Clock wires, drivers and flops:
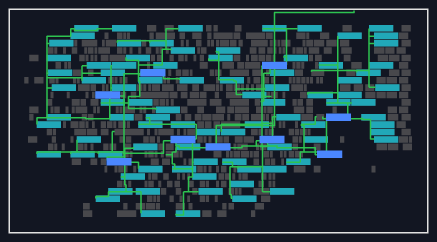
Signal wires on met3:
Cells faint in the background.
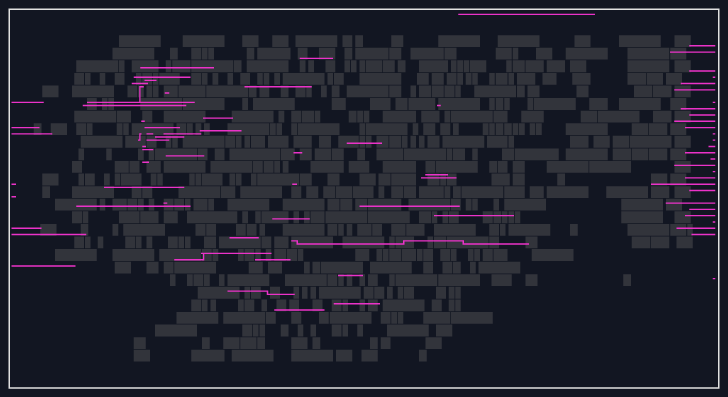
Cells by drive strength:
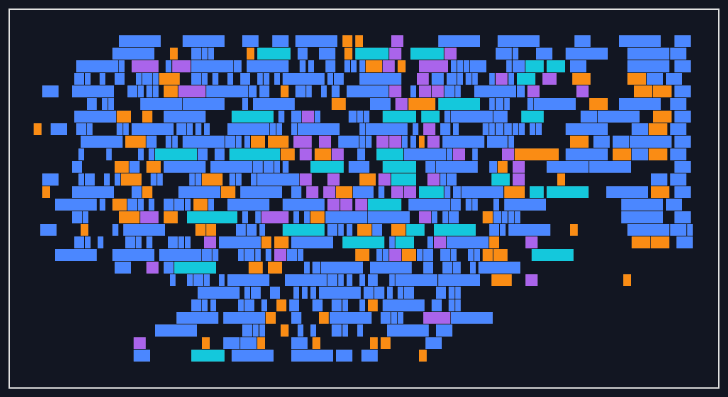
Selected gate families:
The bar under the picture is 50 um long.
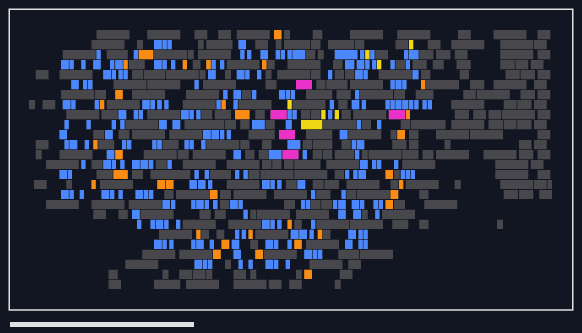
Congestion heat map:
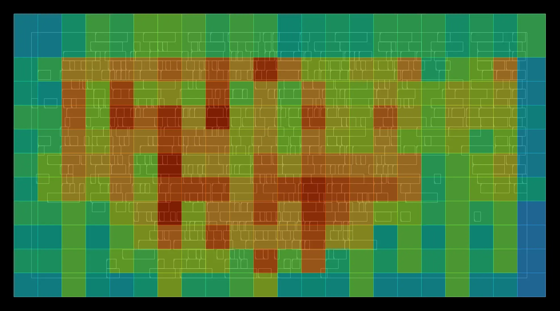
`src/rtl/status_reg_requester.sv`:
```
// Host-side requester: FIFO-buffered commands issued with rolling tags to a status register file; captures read data one cycle after issue.
// Optional STATUS_REQ_TAG_CHECK_EN builds the sticky tag-mismatch check; otherwise o_tag_err is tied low.
module status_reg_requester #(
  parameter int WORD_WIDTH      = 12,
  parameter int ADDR_WIDTH      = 3,
  parameter int TAG_WIDTH       = 1,
  parameter int FIFO_DEPTH_LOG2 = 2
) (
  input  logic                  clk,
  input  logic                  arst_n,
  input  logic                  i_cmd_valid,
  input  logic                  i_cmd_wen,
  input  logic [ADDR_WIDTH-1:0] i_cmd_addr,
  input  logic [WORD_WIDTH-1:0] i_cmd_data,
  output logic                  o_cmd_ready,
  output logic                  o_valid,
  output logic                  o_wen,
  output logic [ADDR_WIDTH-1:0] o_addr,
  output logic [WORD_WIDTH-1:0] o_data,
  output logic [TAG_WIDTH-1:0]  o_tag,
  input  logic                  i_freeze,
  input  logic [WORD_WIDTH-1:0] i_rsp_data,
  input  logic [TAG_WIDTH-1:0]  i_rsp_tag,
  output logic                  o_rd_valid,
  output logic [WORD_WIDTH-1:0] o_rd_data,
  output logic [TAG_WIDTH-1:0]  o_rd_tag,
  output logic                  o_tag_err,
  output logic                  o_busy
);
  localparam int DEPTH = 1 << FIFO_DEPTH_LOG2;
  localparam int PW    = FIFO_DEPTH_LOG2 + 1;

  typedef struct packed {
    logic                  wen;
    logic [ADDR_WIDTH-1:0] addr;
    logic [WORD_WIDTH-1:0] data;
  } cmd_t;

  cmd_t                 mem [DEPTH];
  cmd_t                 head;
  logic [PW-1:0]        wr_ptr;
  logic [PW-1:0]        rd_ptr;
  logic [TAG_WIDTH-1:0] tag_cnt;
  logic [TAG_WIDTH-1:0] exp_tag;
  logic                 pending;
  logic                 empty;
  logic                 full;
  logic                 push;
  logic                 pop;

  // Pointers carry one extra wrap bit so full and empty are distinguishable.
  assign empty = (wr_ptr == rd_ptr);
  assign full  = (wr_ptr[PW-1] != rd_ptr[PW-1]) &&
                 (wr_ptr[PW-2:0] == rd_ptr[PW-2:0]);
  assign push  = i_cmd_valid & ~full;
  assign pop   = ~empty & ~i_freeze;
  assign head  = mem[rd_ptr[PW-2:0]];

  assign o_cmd_ready = ~full;
  assign o_valid     = ~empty;
  assign o_wen       = head.wen;
  assign o_addr      = head.addr;
  assign o_data      = head.data;
  assign o_tag       = tag_cnt;
  assign o_busy      = ~empty | pending;

  always_ff @(posedge clk or negedge arst_n) begin
    if (!arst_n) begin
      wr_ptr <= '0;
      rd_ptr <= '0;
      for (int i = 0; i < DEPTH; i++) mem[i] <= '0;
    end else begin
      if (push) begin
        mem[wr_ptr[PW-2:0]] <= '{wen: i_cmd_wen, addr: i_cmd_addr, data: i_cmd_data};
        wr_ptr <= wr_ptr + PW'(1);
      end
      if (pop) rd_ptr <= rd_ptr + PW'(1);
    end
  end

  // The responder's valid is sticky, so capture is timed purely by the pending flag.
  always_ff @(posedge clk or negedge arst_n) begin
    if (!arst_n) begin
      tag_cnt    <= '0;
      exp_tag    <= '0;
      pending    <= 1'b0;
      o_rd_valid <= 1'b0;
      o_rd_data  <= '0;
      o_rd_tag   <= '0;
    end else begin
      pending    <= pop & ~head.wen;
      o_rd_valid <= pending;
      if (pop) begin
        tag_cnt <= tag_cnt + TAG_WIDTH'(1);
        exp_tag <= tag_cnt;
      end
      if (pending) begin
        o_rd_data <= i_rsp_data;
        o_rd_tag  <= exp_tag;
      end
    end
  end

`ifdef STATUS_REQ_TAG_CHECK_EN
  always_ff @(posedge clk or negedge arst_n) begin
    if (!arst_n) begin
      o_tag_err <= 1'b0;
    end else if (pending && (i_rsp_tag != exp_tag)) begin
      o_tag_err <= 1'b1;
    end
  end
`else
  logic unused_rsp_tag;
  assign unused_rsp_tag = ^i_rsp_tag;
  assign o_tag_err      = 1'b0;
`endif

endmodule

```
`config.mk`:
```
export PLATFORM = sky130hd
export DESIGN_NAME = status_reg_requester
export DESIGN_NICKNAME = d
export VERILOG_FILES = /design/src/rtl/status_reg_requester.sv
export SDC_FILE = /design/constraint.sdc
export NUM_CORES = 1
export LEC_CHECK = 0
export ABC_AREA = 1
export CAP_MARGIN = 20
export CORE_ASPECT_RATIO = 0.5
export CORE_MARGIN = 5
export CORE_UTILIZATION = 40
export DETAILED_ROUTE_END_ITERATION = 10
export PLACE_DENSITY = 0.67
export SYNTH_ARGS = -nofsm -noshare
export SYNTH_HDL_FRONTEND = slang
export SYNTH_SLANG_ARGS = --single-unit
```
`constraint.sdc`:
```
create_clock -name clk -period 1.9 [get_ports clk]
set_input_delay 0.38 -clock clk [delete_from_list [all_inputs] [get_ports clk]]
set_output_delay 0.38 -clock clk [all_outputs]
set_load 0.005 [all_outputs]
```
==> impl_metrics.env <==
# physical design summary
export IMPL_fp_coreArea_mm2=0.0101
export IMPL_final_common_cell="nand2_1"
export IMPL_drive_above_1_share_pct=29.3
export IMPL_crit_type="reg -> out"
export IMPL_crit_end="o_busy"
export IMPL_overflow=0
export IMPL_rr_endpoint="mem[45]$_DFFE_PN0P_"
export IMPL_final_max_slew_violation_count=0
export IMPL_nets=597
export IMPL_ant_nets=0
export IMPL_yosysTopAreaCell="dfrtp_1"
export IMPL_drt_iter0_markers=276
export IMPL_fp_util_pct=40.6
export IMPL_mux_share_pct=3.58
export IMPL_grt_pass1_wl_um=18900
export IMPL_swShare_pct=38.8
export IMPL_max_freq_ghz=0.516
export IMPL_hold_path_class="in -> reg"
export IMPL_violations="negative setup slack"
export IMPL_drt_first_pass_iters=4
export IMPL_synth_cells=466
export IMPL_critical_path_arrival_ps=1560
export IMPL_num_antenna_cells=0
export IMPL_whs_path_depth=3
export IMPL_syn_area_per_cell_um2=8.78
export IMPL_io_buffer_count=65
export IMPL_tns_ps=-64.4
export IMPL_powerSeq_uw=3320
export IMPL_setup_worst_path_end_class="output pin"
export IMPL_xor_share_pct=0.612
export IMPL_cts_sinks=87
export IMPL_p_seq_share_pct=30.4
export IMPL_synth_distinct_cells=23
export IMPL_yosys_warnings=0
export IMPL_whs_ps=406
export IMPL_powerDensity_mw_per_mm2=1890
export IMPL_chip_area_mm2=0.0125
export IMPL_synthAoiAreaFrac_pct=6.36
export IMPL_ys_top_logic_family="simple AND/OR/NAND/NOR gates"
export IMPL_gp_congestion=0.787
export IMPL_ys_sh_simple_pct=29.6
export IMPL_status="finished with violations"
export IMPL_min_to="wr_ptr[0]$_DFFE_PN0P_"
export IMPL_finalCriticalPeriod_ps=1940
export IMPL_fin_cells=704
export IMPL_die_w_um=153
export IMPL_adder_share_pct=1.53
export IMPL_rr_worst_depth=8
export IMPL_globalRoute_busiestLayer="met2"
export IMPL_reg2reg_from="rd_ptr[0]$_DFFE_PN0P_"
export IMPL_fin_crit_sh_pct=102
export IMPL_rows=26
export IMPL_fillers=895
export IMPL_antenna_found_initial=0
export IMPL_power_uw=10900
export IMPL_grt_pass1_vias=3643
export IMPL_lay_top_cells="152 x nand2_1, 86 x dfrtp_1, 65 x nand4_1, 44 x clkdlybuf4s50_1, 41 x buf_4"
export IMPL_critical_path_startpoint_type="flip-flop"
export IMPL_critical_path_max_fanout=4
export IMPL_min_delay_start="i_cmd_valid"
export IMPL_hpwl_um=7240
export IMPL_peakVddDrop_v=0.000561
export IMPL_synth_nets=504
export IMPL_clockBufferDepth=2
export IMPL_h_tree_depth=3
export IMPL_vias_per_cell=5.34
export IMPL_fp_dieH_um=81.5
export IMPL_cts_root_buf="clkbuf_16"
export IMPL_grt_max_degree=51
export IMPL_synth_flop_count=87
export IMPL_required_ps=1520
export IMPL_switching_power_uw=4230
export IMPL_drc=0
export IMPL_internal_power_uw=6670
export IMPL_yosys_cells=466
export IMPL_path_clk_slew_ps=60
export IMPL_top_cells_by_area="dfrtp_1 53%, nand2_1 14%, nand4_1 9.9%"
export IMPL_yosys_stat_area_mm2=0.00409
export IMPL_top_power_group="combinational logic"
export IMPL_log_warning_count=32
export IMPL_fin_ws_ps=-38.7
export IMPL_rsz0062_at_grt="yes"
export IMPL_dp_cells=678
export IMPL_cp_startpoint="rd_ptr[0]$_DFFE_PN0P_"
export IMPL_ios=68
export IMPL_ys_seq_share_pct=53.2
export IMPL_p_leak_uw=0.00276
export IMPL_hold_viol_final=0
export IMPL_p_comb_uw=5650
export IMPL_combinationalPowerShare_pct=51.8
export IMPL_drv_cap=0
export IMPL_synth_area_mm2=0.00409
export IMPL_cts_tree="built"
export IMPL_cts_buffers=9
export IMPL_r2r_slack_ps=120
export IMPL_yosysTopAreaCellShare_pct=53.2
export IMPL_setup_viol=3
Notes on 'clock wires, drivers and flops' above:
- cyan: flip-flops (count 87)
- green: clock wires (length 1090 um)
- blue: clock drivers (count 9)
- routed clock nets: 10
Post-Route Skew: 9.18 ps
Clk power: 1940 uW
clock share of power: 17.8%
clock latency on the worst-skew pair: 340 ps

Notes on 'signal wires on met3' above:
- main direction: horizontal
- share of all routed wire: 5.5%
- nets with wire on the layer: 61
- wire length on this layer: 626 um
- longest straight run: 29.2 um
met3 usage: 4.53%
total number of vias: 3760
final wirelength: 11400 um

Notes on 'cells by drive strength' above:
- purple: _3 and _4 cells (cells 53; share 9.4%)
- orange: _2 cells (cells 81; share 14%)
- blue: _0 and _1 cells (cells 399; share 71%)
- cyan: _6 and larger (cells 31; share 5.5%)
post-route worst setup slack: -38.7 ps
P&R area growth vs syn: 41.3%

Notes on 'selected gate families' above:
- magenta: fa/ha/maj cells (cells 5)
- orange: nor cells (cells 33)
- blue: nand cells (cells 230)
- yellow: inv cells (cells 7)

Notes on 'congestion heat map' above:
gr usage total: 18.9%
met2 GRT Util: 31.5%
per-cell routed wire length: 16.1 um
final core area utilization: 57.3%
met1 Usage GRT: 25.4%

[through the flow]
| step | cell area (um2) | setup WS (ps) | util [%] |
|---|---|---|---|
| after floorplan | 4090 | 226 | - |
| after global placement | 5120 | -79.1 | 50.8 |
| after detailed placement | 5120 | -75.3 | 50.8 |
| after CTS | 5580 | -102 | 55.3 |
| after global routing | 5780 | -106 | 57.3 |
| final | 5780 | -38.7 | 57.3 |
[critical path, cell delays in order, from the launching register on]
cell and delay (ps):
dfrtp_2 450, buf_6 140, xnor2_2 130, nand3b_1 140, or2_4 250, buf_6 110
[area by class of cell]
class                      count  area (um2)  area share (%)
sequential                    87        2180            37.7
multi-input combinational    333        1940            33.6
timing repair buffer         121        1120            19.3
clock buffer                  10         239            4.13
tap                          140         175            3.03
clock inverter                 6        91.3            1.58
inverter                       7        38.8           0.671
[synth_stat cells, drive strengths merged]
cell	instances
nand2	152
dfrtp	87
nand4	65
nor2	33
o21ai	32
buf	27
o22ai	16
mux2	13
clkbuf	12
nand3	11
inv	7
ha	5
nand3b	2
conb	1
or2	1
xnor2	1
xor2	1
[per-layer routing]
metal / routed length, um / vias to the layer above
met5: 0 / -
met4: 180 / 0
met3: 625 / 19
met2: 5320 / 117
met1: 5230 / 1837
li1: - / 1787
[sequential cells by signal, indices dropped and copies added, names as in the netlist]
name / cells
o_tag: 1
exp_tag: 1
wr_ptr: 3
mem: 64
o_rd_tag: 1
o_rd_data: 12
rd_ptr: 3
o_rd_valid: 1
pending: 1
[repair_timing]
| action | in CTS | in global routing |
|---|---|---|
| buffers inserted | 6 | 2 |
| pin swaps | 14 | 19 |
| setup endpoints to repair | 19 | 19 |
| resized | 126 | 67 |
| cloned | 2 | 0 |
| hold endpoints to repair | 27 | 0 |
| hold buffers | 1 | 0 |
Power is estimated from default activity; no workload was simulated.
